### src/rtl/regfile_write_queue.sv
// Writeback request queue in front of the register file write port.
// Buffers requests in order, drains one per cycle, and answers read-port bypass lookups.
module regfile_write_queue #(
  parameter int unsigned DEPTH  = 4,
  parameter int unsigned ADDR_W = 5,
  parameter int unsigned DATA_W = 32
) (
  input  logic              clk,
  input  logic              Reset,
  input  logic              In_Valid,
  output logic              In_Ready,
  input  logic [ADDR_W-1:0] In_Addr,
  input  logic [DATA_W-1:0] In_Data,
  input  logic              Drain_En,
  output logic [ADDR_W-1:0] W_Addr,
  output logic [DATA_W-1:0] W_Data,
  output logic              Write_Reg,
  input  logic [ADDR_W-1:0] R_Addr_A,
  input  logic [ADDR_W-1:0] R_Addr_B,
  output logic              Byp_Hit_A,
  output logic [DATA_W-1:0] Byp_Data_A,
  output logic              Byp_Hit_B,
  output logic [DATA_W-1:0] Byp_Data_B
);

  localparam int unsigned PTR_W = $clog2(DEPTH);
  localparam int unsigned CNT_W = PTR_W + 1;

  logic [ADDR_W-1:0] r_addr [DEPTH];
  logic [DATA_W-1:0] r_data [DEPTH];
  logic [PTR_W-1:0]  r_wr_ptr;
  logic [PTR_W-1:0]  r_rd_ptr;
  logic [CNT_W-1:0]  r_count;

  logic              w_empty;
  logic              w_push;
  logic              w_pop;
  logic [PTR_W-1:0]  w_slot_idx [DEPTH];
  logic [DEPTH-1:0]  w_slot_vld;

  // Handshake and drain qualifiers; writes to register 0 are accepted but dropped
  assign w_empty   = (r_count == '0);
  assign In_Ready  = (r_count < CNT_W'(DEPTH));
  assign w_push    = In_Valid && In_Ready && (In_Addr != '0);
  assign Write_Reg = !w_empty && Drain_En;
  assign w_pop     = Write_Reg;

  // Head entry is presented whenever the queue is non-empty, zero otherwise
  assign W_Addr = w_empty ? '0 : r_addr[r_rd_ptr];
  assign W_Data = w_empty ? '0 : r_data[r_rd_ptr];

  // Queue storage, pointers and occupancy
  always_ff @(posedge clk or posedge Reset) begin
    if (Reset) begin
      r_wr_ptr <= '0;
      r_rd_ptr <= '0;
      r_count  <= '0;
      for (int i = 0; i < DEPTH; i++) begin
        r_addr[i] <= '0;
        r_data[i] <= '0;
      end
    end else begin
      if (w_push) begin
        r_addr[r_wr_ptr] <= In_Addr;
        r_data[r_wr_ptr] <= In_Data;
        r_wr_ptr         <= r_wr_ptr + PTR_W'(1);
      end
      if (w_pop) begin
        r_rd_ptr <= r_rd_ptr + PTR_W'(1);
      end
      case ({w_push, w_pop})
        2'b10:   r_count <= r_count + CNT_W'(1);
        2'b01:   r_count <= r_count - CNT_W'(1);
        default: r_count <= r_count;
      endcase
    end
  end

  // Storage slots listed oldest-first with their occupancy flag
  always_comb begin
    for (int k = 0; k < DEPTH; k++) begin
      w_slot_idx[k] = r_rd_ptr + PTR_W'(k);
      w_slot_vld[k] = (CNT_W'(k) < r_count);
    end
  end

  // Bypass search; later (younger) matches override earlier ones, head included
  always_comb begin
    Byp_Hit_A  = 1'b0;
    Byp_Data_A = '0;
    Byp_Hit_B  = 1'b0;
    Byp_Data_B = '0;
    for (int k = 0; k < DEPTH; k++) begin
      if (w_slot_vld[k] && (R_Addr_A != '0) && (r_addr[w_slot_idx[k]] == R_Addr_A)) begin
        Byp_Hit_A  = 1'b1;
        Byp_Data_A = r_data[w_slot_idx[k]];
      end
      if (w_slot_vld[k] && (R_Addr_B != '0) && (r_addr[w_slot_idx[k]] == R_Addr_B)) begin
        Byp_Hit_B  = 1'b1;
        Byp_Data_B = r_data[w_slot_idx[k]];
      end
    end
  end

endmodule

### config.mk
export PLATFORM = sky130hd
export DESIGN_NAME = regfile_write_queue
export DESIGN_NICKNAME = d
export VERILOG_FILES = /design/src/rtl/regfile_write_queue.sv
export SDC_FILE = /design/constraint.sdc
export NUM_CORES = 1
export LEC_CHECK = 0
export CAP_MARGIN = 25
export CORE_MARGIN = 2
export CORE_UTILIZATION = 55
export CTS_BUF_LIST = sky130_fd_sc_hd__clkbuf_4
export DETAILED_ROUTE_END_ITERATION = 12
export DONT_BUFFER_PORTS = 1
export GPL_TIMING_DRIVEN = 0
export PLACE_DENSITY = 0.73
export SYNTH_ARGS = -nofsm -noshare
export SYNTH_HDL_FRONTEND = slang
export SYNTH_SLANG_ARGS = --single-unit
### constraint.sdc
create_clock -name clk -period 12.6 [get_ports clk]
set_clock_uncertainty 0.1 [all_clocks]
set_input_delay 1.26 -clock clk [delete_from_list [all_inputs] [get_ports clk]]
set_output_delay 1.26 -clock clk [all_outputs]
set_load 0.01 [all_outputs]
Fig. 1: run 1, cell classes on the final placement
Fill, decap, tap and diode cells in gray.
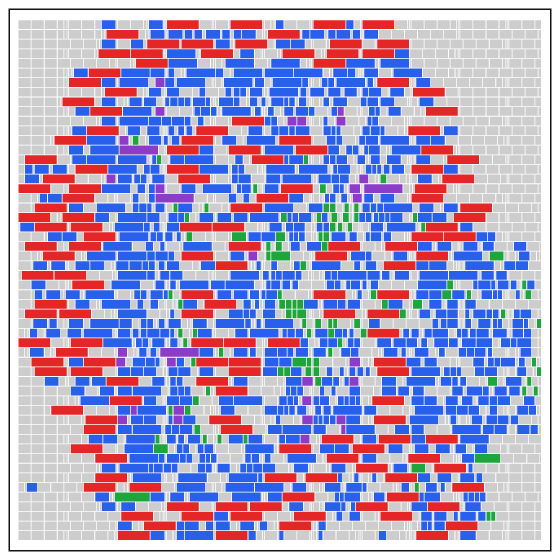
Key: green = other buffers and delay cells [cells 101, share of their area 4.3%]; purple = clock drivers and dummy loads [cells 32, share of their area 2.6%]; red = flip-flops [cells 155, share of their area 31%]; blue = all other logic [cells 815, share of their area 62%]
final core utilization: 0.593
FP Rows: 54

Fig. 2: run 1, floorplan with the power grid
Bar = 50 um. Pins as bars on the die edge. Tap cells in gray.
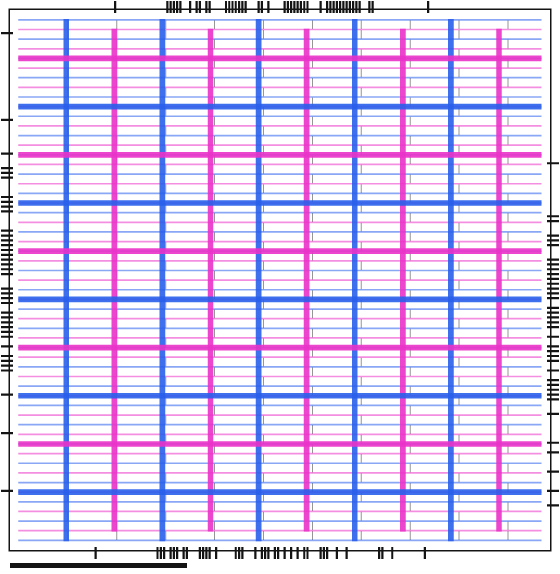
Key: blue = VSS; magenta = VDD
55 met1 rails follow the rows. 156 signal pins sit on the boundary. 10 straps on met4. 280 tap cells.

==> metrics.cfg, run 1 <==
[run_status]
status = complete, no violations

[synth]
synthArstFlopShare = 1.00
yosysUniqueCellTypes = 46
avgSynthCellArea_um2 = 11.3
synth_seq_share = 0.320
ys_area_um2 = 12100
synth_warnings = 0
flop_cell = dfrtp_1
top_cell_area_share = 0.320
synth_area_um2 = 12100
ys.flops = 155
topCellsByArea = dfrtp_1, mux4_2, mux2_2
ys_cells = 1067
fp_nets = 1127
syn_inst = 1067

[timing]
fin_ws_ns = 7.06
tightest_slew_ns = 1.06
slew_violations = 0
slew_headroom = 0.292
final.min_clock_period_ns = 5.54
clock.fmax_mhz = 181
rsz0062_at_grt = false
period_used_share = 0.440
tns_ns = 0
hold_viol = 0

[critical_path]
rr_startpoint = r_count[2]$_DFFE_PP0P_
critPathArrivalTime_ns = 4.18
critical_path_class = in2out
end_kind = primary output
r2r-end = r_addr[8]$_DFFE_PP0P_
cp_max_fo = 10
cp-endpoint = Byp_Data_B[25]
rr_worst_depth = 6
crit_start = R_Addr_B[0]
rrSetupSlack_ns = 9.40
crit_required_ns = 11.24

[cts]
path_clk_slew_ns = 0.14
cts_hold_buf = 0
cts_max_level = 4
cts_resized = 0
clockBufferDepth = 2
cts.sinks = 155
cts_tree = done
clock_latency_ns = 0.61
cts-root-buf = clkbuf_4

[pwr]
p_int_uw = 2180
power_uw = 4200
p_sw_uw = 2020
clock_power_share = 0.086
power_density_nw_per_um2 = 326
combPwrFrac = 0.668
p_leak_uw = 0.00498
power_frac_seq = 0.246
switching_share = 0.481

[layout]
layout.nets = 1150
lay_top_count = mux2_2
fill_cells = 1793
final_layout_size_suffix_gt1_frac = 0.326
final_cell_mix = mux2_2, dfrtp_1, mux4_2, mux2i_1, a21oi_1
syn_to_final_growth_pct = 6.21

[global_route]
grt-busiest-layer = met2
grt_pass1_vias = 9786
grt_use_met3 = 0.116

[floorplan]
die_w_um = 152
initCoreUtil = 0.558
dieArea_um2 = 23200
coreArea_um2 = 21700

[route]
viasPerCell = 7.37
drcViolationCount = 0

[place]
pre_cts_slack_ns = 7.27
place_congestion = 0.988
dp_hpwl_um = 28500

[min_path]
min_path_type = in2async

Fig. 3: run 1, wire density map
30 x 30 tiles, from dark blue (low) to red (high), scaled to the fullest tile. Values are wire area over tile area, all layers added.
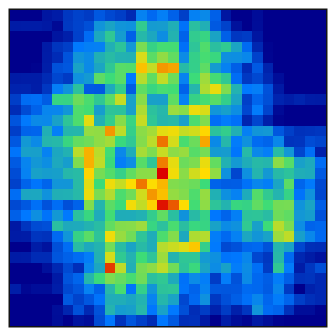
The fullest tile reaches 1.0. 21% of the tiles are over half the peak. The mean over all tiles is 0.31.
Total Wirelength: 40100 um
wire per inst: 28.9 um
DR vias: 10208
GR Util All Layers: 0.340

Fig. 4: run 1, I/O nets highlighted
Bar = 50 um.
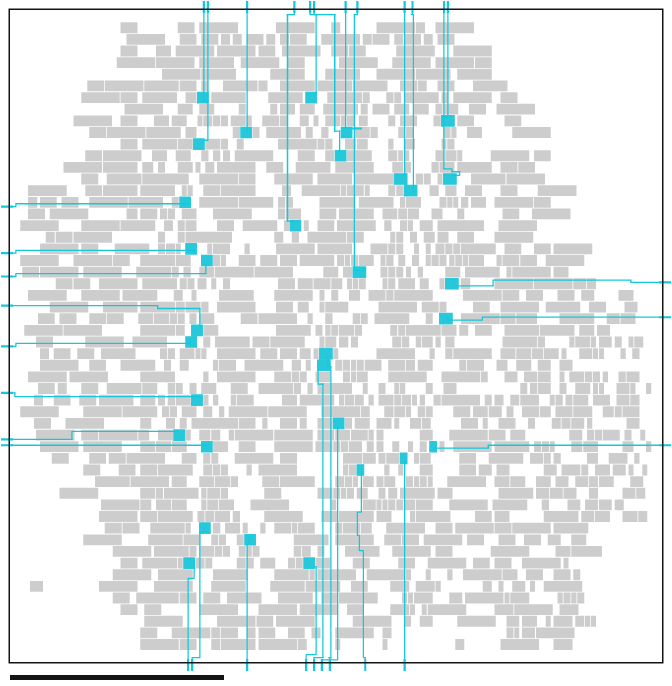
Key: cyan = Byp_Data_A [bits 32, direction output, edge 12 top, 9 bottom, 8 left, 3 right, end cells 32, wire 1360 um]
# port buffers: 0
I/O pin count: 156

-- run 1: kinds of logic (layout without fill, tap and decap cells) --
kind of cell / Yosys count / in the layout / share of synthesized area
multiplexers: 364 / 364 / 0.421
adder cells (fa/ha/maj): 9 / 9 / 0.00930
other: 0 / 3 / 0
flip-flops: 155 / 155 / 0.320
AND/OR/NAND/NOR: 205 / 205 / 0.0852
AND-OR/OR-AND: 184 / 184 / 0.0915
XOR/XNOR: 43 / 43 / 0.0311
buffers and inverters: 107 / 143 / 0.0419
-- run 1: registers in the layout, indices dropped and copies added (netlist names) --
signal / count
r_addr: 20
r_count: 3
r_wr_ptr: 2
r_rd_ptr: 2
r_data: 128
-- run 1: stage by stage --
step	instances	instance area (um^2)	hold slack (ns)
global route	1385	12900	0.484
CTS	1381	12800	0.472
global placement	1347	12500	0.426
floorplan	1067	12100	0.409
finish	1386	12900	0.458
detailed placement	1349	12500	0.441
-- run 1: power groups by stage --
stage	Combinational (uW)	Sequential, uW	Clock (uW)
4_1_cts	2740	1010	358
5_1_grt	2950	1070	377
3_5_place_dp	2730	1030	0
6_report	2800	1030	360
3_3_place_gp	2680	996	0
2_1_floorplan	2160	929	0
-- run 1: routing by layer --
layer  share of wire  vias to the layer above  wire length, um
met5               0                        -                0
met4           0.058                        0             2330
met3            0.14                      196             5470
met2            0.45                      822            18100
met1            0.36                     5053            14300
li1                -                     4137                -
-- run 1: cell usage after synthesis (22+ instances only) --
library cell,instances
mux2_2,166
dfrtp_1,155
mux4_2,99
mux2i_1,98
a21oi_1,81
nand2_1,58
nand3_1,51
clkbuf_1,47
buf_2,36
nor2b_1,35
xnor2_1,35
o22ai_1,32
nor2_1,25
o211ai_1,22
o21ai_0,22
-- run 1: how the worst min path moves through the flow --
stage                     slack, ns  depth (start not counted)                      end
after detailed placement       0.44                          1    r_data[8]$_DFFE_PP0P_
after global routing           0.48                          1  r_data[114]$_DFFE_PP0P_
final                          0.46                          1   r_data[53]$_DFFE_PP0P_
after floorplan                0.41                          1    r_data[0]$_DFFE_PP0P_
after global placement         0.43                          1   r_data[55]$_DFFE_PP0P_
after CTS                      0.47                          1   r_data[79]$_DFFE_PP0P_
-- run 1: final cells by class --
type	count	area (um^2)	share of cell area
tap	280	350	0.0272
clock buffer	18	135	0.0105
sequential	155	3880	0.302
timing repair buffer	4	61.3	0.00477
antenna	3	7.51	0.000584
clock inverter	14	193	0.0150
inverter	10	42.5	0.00331
multi-input combinational	805	7720	0.600
buffer	97	470	0.0366
-- run 1: critical path, stage by stage --
cell	delay [ns]
clkbuf_1	0.20
nor4_1	0.50
a21oi_1	0.17
mux2_2	0.28
o211ai_1	0.19
nand2b_1	0.35
buf_1	0.61
o22ai_1	0.15
a21oi_1	0.45
Fig. 5: run 1, placement view
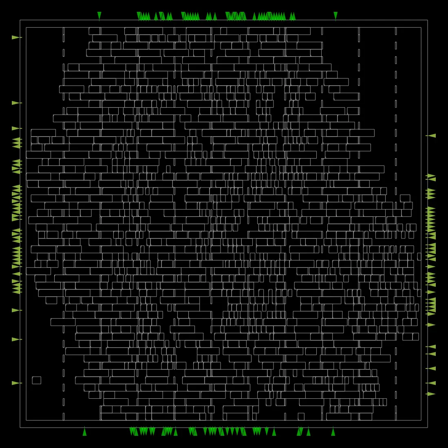

## Run 2: what changed since run 1
clock period = 5.82 ns   (was 12.6 ns; I/O delays follow)
Fig. 6: run 2, placement view
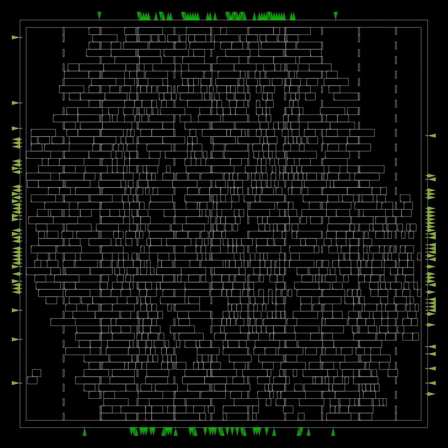
final core utilization: 0.597
n_taps: 280
Filler cells: 1790

==> metrics.cfg, run 2 <==
[run_status]
status = complete, but fails checks
violations = negative hold slack

[floorplan]
die_w_um = 152
io_pins = 156
placementRows = 54
dieHeight_um = 152
coreArea_um2 = 21700
dieArea_um2 = 23200
initCoreUtil = 0.558

[cts]
cts-root-buf = clkbuf_4
clock_latency_ns = 0.61
cts_hold_buf = 1
cts_resized = 0
cts_max_level = 4
cts_buffers = 17
cts_tree = done
path_clk_slew_ns = 0.15
cts.sinks = 155
postCtsSetupRepairBufs = 0
clockBufferDepth = 2

[timing]
fin_ws_ns = 1.04
tns_ns = 0
period_used_share = 0.822
clock.fmax_mhz = 209
tightest_slew_ns = 1.02
rsz0062_at_grt = false
whs_ns = -0.000811
slew_violations = 0
slew_headroom = 0.323
hold_viol = 3
finalSetupViolCount = 0
final.min_clock_period_ns = 4.78

[synth]
syn_inst = 1067
synth_area_um2 = 12100
common_cells = mux2_2, dfrtp_1, mux4_2
yosysMostFrequentCell = mux2_2
synth-edff-count = 0
topCellsByArea = dfrtp_1, mux4_2, mux2_2
synthArstFlopShare = 1.00
synth_seq_share = 0.320
ys_area_um2 = 12100
avgSynthCellArea_um2 = 11.3
ys_cells = 1067
fp_nets = 1127
ys.flops = 155
synth_top_cell_by_area = dfrtp_1
flop_cell = dfrtp_1
top_cell_area_share = 0.320
yosysUniqueCellTypes = 46
synth_warnings = 0

[route]
ant_nets = 0
post_drt_wl_per_cell_um = 28.8
via_count = 10222
routed_wl_um = 40200
viasPerCell = 7.33
dr.pass1.iters = 7
first_iter_violations = 1446
drcViolationCount = 0

[place]
place_congestion = 0.988
port-buffer-count = 0
pre_cts_slack_ns = 1.81
dp_hpwl_um = 28500
place_area_um2 = 12500

[global_route]
grt_pass1_vias = 9792
met2_usage = 0.517
grtUsageTotal = 0.340
grt_pass1_wl_um = 59800
grt_max_degree = 95
grt_overflow = 0
grt_use_met3 = 0.114
gr-usage-met1 = 0.438
grt-busiest-layer = met2
grt_antenna_before_repair = 2

[pwr]
power_density_nw_per_um2 = 702
vdd.ir_drop.worst_v = 0.000261
p_leak_uw = 0.00501

[layout]
largest_reg_flops = 128
layout.nets = 1158
reg_top3 = r_data: 128 flops, r_addr: 20 flops, r_count: 3 flops
lay_top_count = mux2_2
regMostFlops = r_data
register_area_um2 = 3880
stdcell_area_um2 = 12900
final_cell_mix = mux2_2, dfrtp_1, mux4_2, mux2i_1, a21oi_1
syn_to_final_growth_pct = 6.87
mi_logic_area_um2 = 7720
final_layout_size_suffix_gt1_frac = 0.324

[critical_path]
cp_cell_sequence = buf_6, buf_12, buf_6, mux2i_2, mux2i_1, xnor2_1, nand2_1, nor4_2, clkbuf_1, nand3_1, a21oi_1
crit_required_ns = 5.14
cp_common_cell = buf_6
slowest_delay_ns = 0.65
critPathArrivalTime_ns = 4.10
end_kind = primary output
worstSetupStartpointType = register
cp_max_fo = 10
critical_path_class = reg2out
crit_slowest_cell = nor4_2

[run]
maxCapViolCount = 0
warning_count = 32

[min_path]
min_path_type = in2reg

==> run 2: cell types whose count changed in the layout (fill, tap and decap cells not counted) <==
cell           delta
dlygate4sd3_1     +8
==> run 2: area by class of cell <==
| cell class | count | share of cell area |
|---|---|---|
| multi-input combinational | 805 | 0.597 |
| sequential | 155 | 0.300 |
| buffer | 97 | 0.0363 |
| tap | 280 | 0.0271 |
| clock inverter | 14 | 0.0149 |
| timing repair buffer | 12 | 0.0109 |
| clock buffer | 18 | 0.0104 |
| inverter | 10 | 0.00329 |
| antenna | 3 | 0.000580 |
==> run 2: worst max-delay path: cells and delay by family (launching register included) <==
family                 cells  cell delay, ns
AND-OR/OR-AND              1            0.46
AND/OR/NAND/NOR            3            0.89
buffers and inverters      4            1.13
multiplexers               2            0.45
XOR/XNOR                   1            0.16
flip-flops                 1            0.38
==> run 2: stage by stage <==
step	utilization	std cells	hold WS, ns	total power (uW)
after floorplan	-	1067	0.409	6690
after detailed placement	0.577	1349	0.441	8140
after global routing	0.597	1393	0.000841	9510
after CTS	0.592	1382	0.00262	8910
after global placement	0.575	1347	0.426	7950
final	0.597	1394	-0.000811	9090
==> run 2: kinds of logic after synthesis <==
group           share of synthesized area
flops                               0.320
buf+inv                            0.0419
xor+xnor                           0.0311
simple gates                       0.0852
compound gates                     0.0915
mux                                 0.421
fa+ha+maj                         0.00930
==> run 2: path summary, 6_finish.rpt <==
check	startpoint	endpoint	slack, ns	cells after the start
min reg2reg	r_data[15]$_DFFE_PP0P_	r_data[15]$_DFFE_PP0P_	0.47	1
max in group asynchronous	Reset	r_addr[6]$_DFFE_PP0P_	4.33	3
min	In_Data[9]	r_data[105]$_DFFE_PP0P_	-0.0008	1
min in group asynchronous	Reset	r_data[2]$_DFFE_PP0P_	0.42	2
max	r_rd_ptr[0]$_DFFE_PP0P_	Byp_Data_B[20]	1.04	11
max reg2reg	r_count[2]$_DFFE_PP0P_	r_addr[8]$_DFFE_PP0P_	2.63	6
==> run 2: power breakdown <==
group	total, uW	internal (uW)	switching (uW)
sequential	2240	1620	618
combinational	6070	2760	3320
clock	777	347	430
total	9090	4720	4370
==> run 2: routing by layer <==
layer | wire length (um) | up-vias
li1 | - | 4149
met4 | 2330 | 0
met5 | 0 | -
met1 | 14400 | 5037
met3 | 5360 | 201
met2 | 18100 | 835
Fig. 7: run 2, I/O nets highlighted
Bar = 50 um.
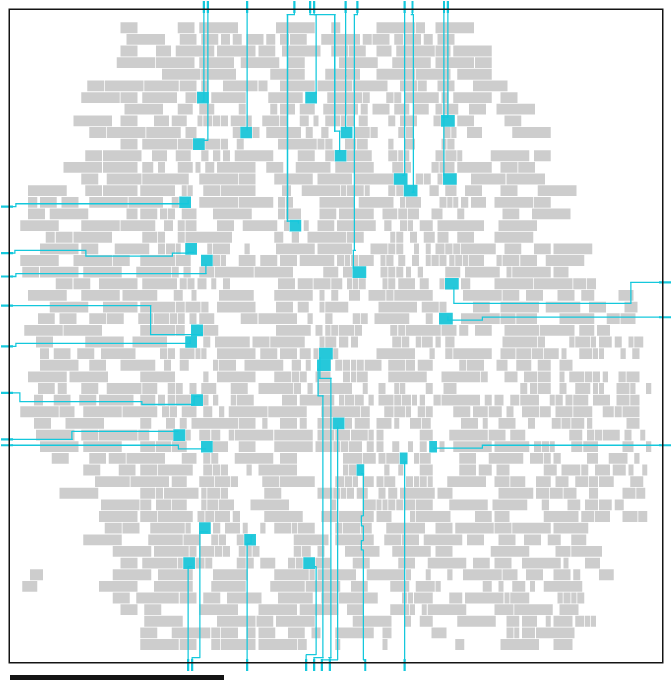

## Run 3: what changed since run 2
clock period = 4.7 ns   (was 5.82 ns; I/O delays follow)
Fig. 8: run 3, I/O nets highlighted
Bar = 50 um.
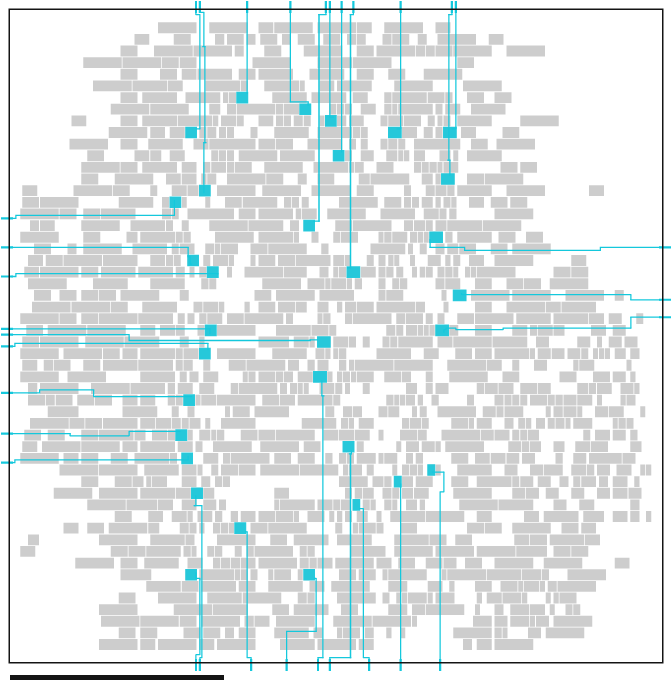
Key: cyan = Byp_Data_A [bits 32, direction output, edge 11 top, 9 left, 9 bottom, 3 right, end cells 32, wire 1350 um]

==> metrics.cfg, run 3 <==
[cts]
cts_max_level = 4
clockBufferDepth = 2
cts.sinks = 155
cts_buffers = 17
clock_latency_ns = 0.60
cts_tree = done

[place]
port-buffer-count = 0
dp_hpwl_um = 28600
place_congestion = 0.976
placedCellCount = 1353

[global_route]
grt_max_degree = 45
grt_pass1_vias = 9958
grt_overflow = 0

[floorplan]
placementRows = 54
dieArea_um2 = 23200
io_pins = 156
die_w_um = 152
coreArea_um2 = 21700
dieHeight_um = 152

[layout]
final_cell_mix = mux2_2, dfrtp_1, mux4_2, mux2i_1, a21oi_1
fill_cells = 1704
reg_top3 = r_data: 128 flops, r_addr: 20 flops, r_count: 3 flops
layout.nets = 1189
regMostFlops = r_data
stdcell_count = 1424

[synth]
topCellsByArea = dfrtp_1, mux4_2, mux2_2
ys.flops = 155
ys_cells = 1067
fp_nets = 1127
top_cell_area_share = 0.320
yosysUniqueCellTypes = 46
synth_warnings = 0
common_cells = mux2_2, dfrtp_1, mux4_2
synth-edff-count = 0
yosysMostFrequentCell = mux2_2
synth_area_um2 = 12100
synth_seq_share = 0.320
syn_inst = 1067

[timing]
hold_viol = 0
slew_violations = 0
tightest_slew_ns = 1.06
whs_ns = 0.150
finalSetupViolCount = 0
rsz0062_at_grt = false
tns_ns = 0
slew_headroom = 0.292

[run]
maxCapViolCount = 0
warning_count = 32

[pwr]
power_uw = 11300
p_leak_uw = 0.00516
power_density_nw_per_um2 = 850

[route]
drcViolationCount = 0
ant_nets = 0
post_drt_wl_per_cell_um = 28.4
dr.pass1.iters = 9
first_iter_violations = 1753
viasPerCell = 7.30

[critical_path]
cp_num_buf_inv = 3
crit_slowest_cell = mux4_2
crit_family = buffers and inverters
slowest_delay_ns = 0.57
cp_cell_sequence = buf_2, buf_2, mux4_2, xnor2_1, nor3_1, o211ai_1, nand2_1, clkbuf_1, a21oi_1, a21oi_1
crit_required_ns = 4.13
critPathArrivalTime_ns = 4.02
worstSetupStartpointType = register
critical_path_class = reg2out

[run_status]
status = complete, no violations

[min_path]
min_path_type = in2reg

## run 3: cell counts after synthesis
Identical to the previous run, type by type.
## run 3: worst paths after layout
kind	from	end	slack [ns]	depth (start not counted)
setup / recovery	r_rd_ptr[1]$_DFFE_PP0P_	Byp_Data_B[22]	0.11	10
hold / removal	Drain_En	r_rd_ptr[0]$_DFFE_PP0P_	0.15	2
setup reg to reg	r_count[2]$_DFFE_PP0P_	r_addr[8]$_DFFE_PP0P_	1.51	6
hold reg to reg	r_data[79]$_DFFE_PP0P_	r_data[79]$_DFFE_PP0P_	0.48	1
max in group asynchronous	Reset	r_addr[8]$_DFFE_PP0P_	3.53	4
min in group asynchronous	Reset	r_data[69]$_DFFE_PP0P_	0.24	2
## run 3: layout make-up
| class | instances | area, um^2 | area share |
|---|---|---|---|
| multi-input combinational | 805 | 7730 | 0.583 |
| inverter | 10 | 41.3 | 0.00311 |
| clock buffer | 19 | 143 | 0.0107 |
| timing repair buffer | 44 | 483 | 0.0364 |
| antenna | 2 | 5.00 | 0.000377 |
| clock inverter | 13 | 168 | 0.0126 |
| buffer | 96 | 472 | 0.0355 |
| sequential | 155 | 3880 | 0.292 |
| tap | 280 | 350 | 0.0264 |
## run 3: layer usage
| layer | track usage | part of all wire |
|---|---|---|
| met3 | 0.0984 | 0.13 |
| met5 | 0 | 0 |
| met2 | 0.521 | 0.45 |
| met4 | 0.174 | 0.056 |
| met1 | 0.459 | 0.36 |
## run 3: logic make-up (layout without fill, tap and decap cells)
logic type | Yosys count | after routing | share of synthesized area
muxes | 364 | 364 | 0.421
adders and majority gates | 9 | 9 | 0.00930
other | 0 | 2 | 0
AOI/OAI and AO/OA | 184 | 184 | 0.0915
DFF | 155 | 155 | 0.320
buffers and inverters | 107 | 182 | 0.0419
and+or+nand+nor | 205 | 205 | 0.0852
xor gates and xnor gates | 43 | 43 | 0.0311
## run 3: stage by stage
step / cell area [um^2] / worst slack, ns
after floorplan: 12100 / 1.74
after global routing: 13300 / 0.0151
final: 13300 / 0.114
after global placement: 12500 / 0.762
after CTS: 13300 / 0.0930
after detailed placement: 12600 / 0.721
## run 3: timing repair
action                                 4_1_cts  5_1_grt
hold buffers                                38        0
endpoints found under the hold margin      173        0
setup endpoints to repair                    0       22
resized                                      0        8
## run 3: where the power goes
group	leakage (uW)	total, uW	switching, uW	internal, uW
Sequential	0.00187	2760	751	2000
Clock	0.000159	942	556	386
Combinational	0.00313	7590	4160	3430
Power is estimated from default activity; no workload was simulated.
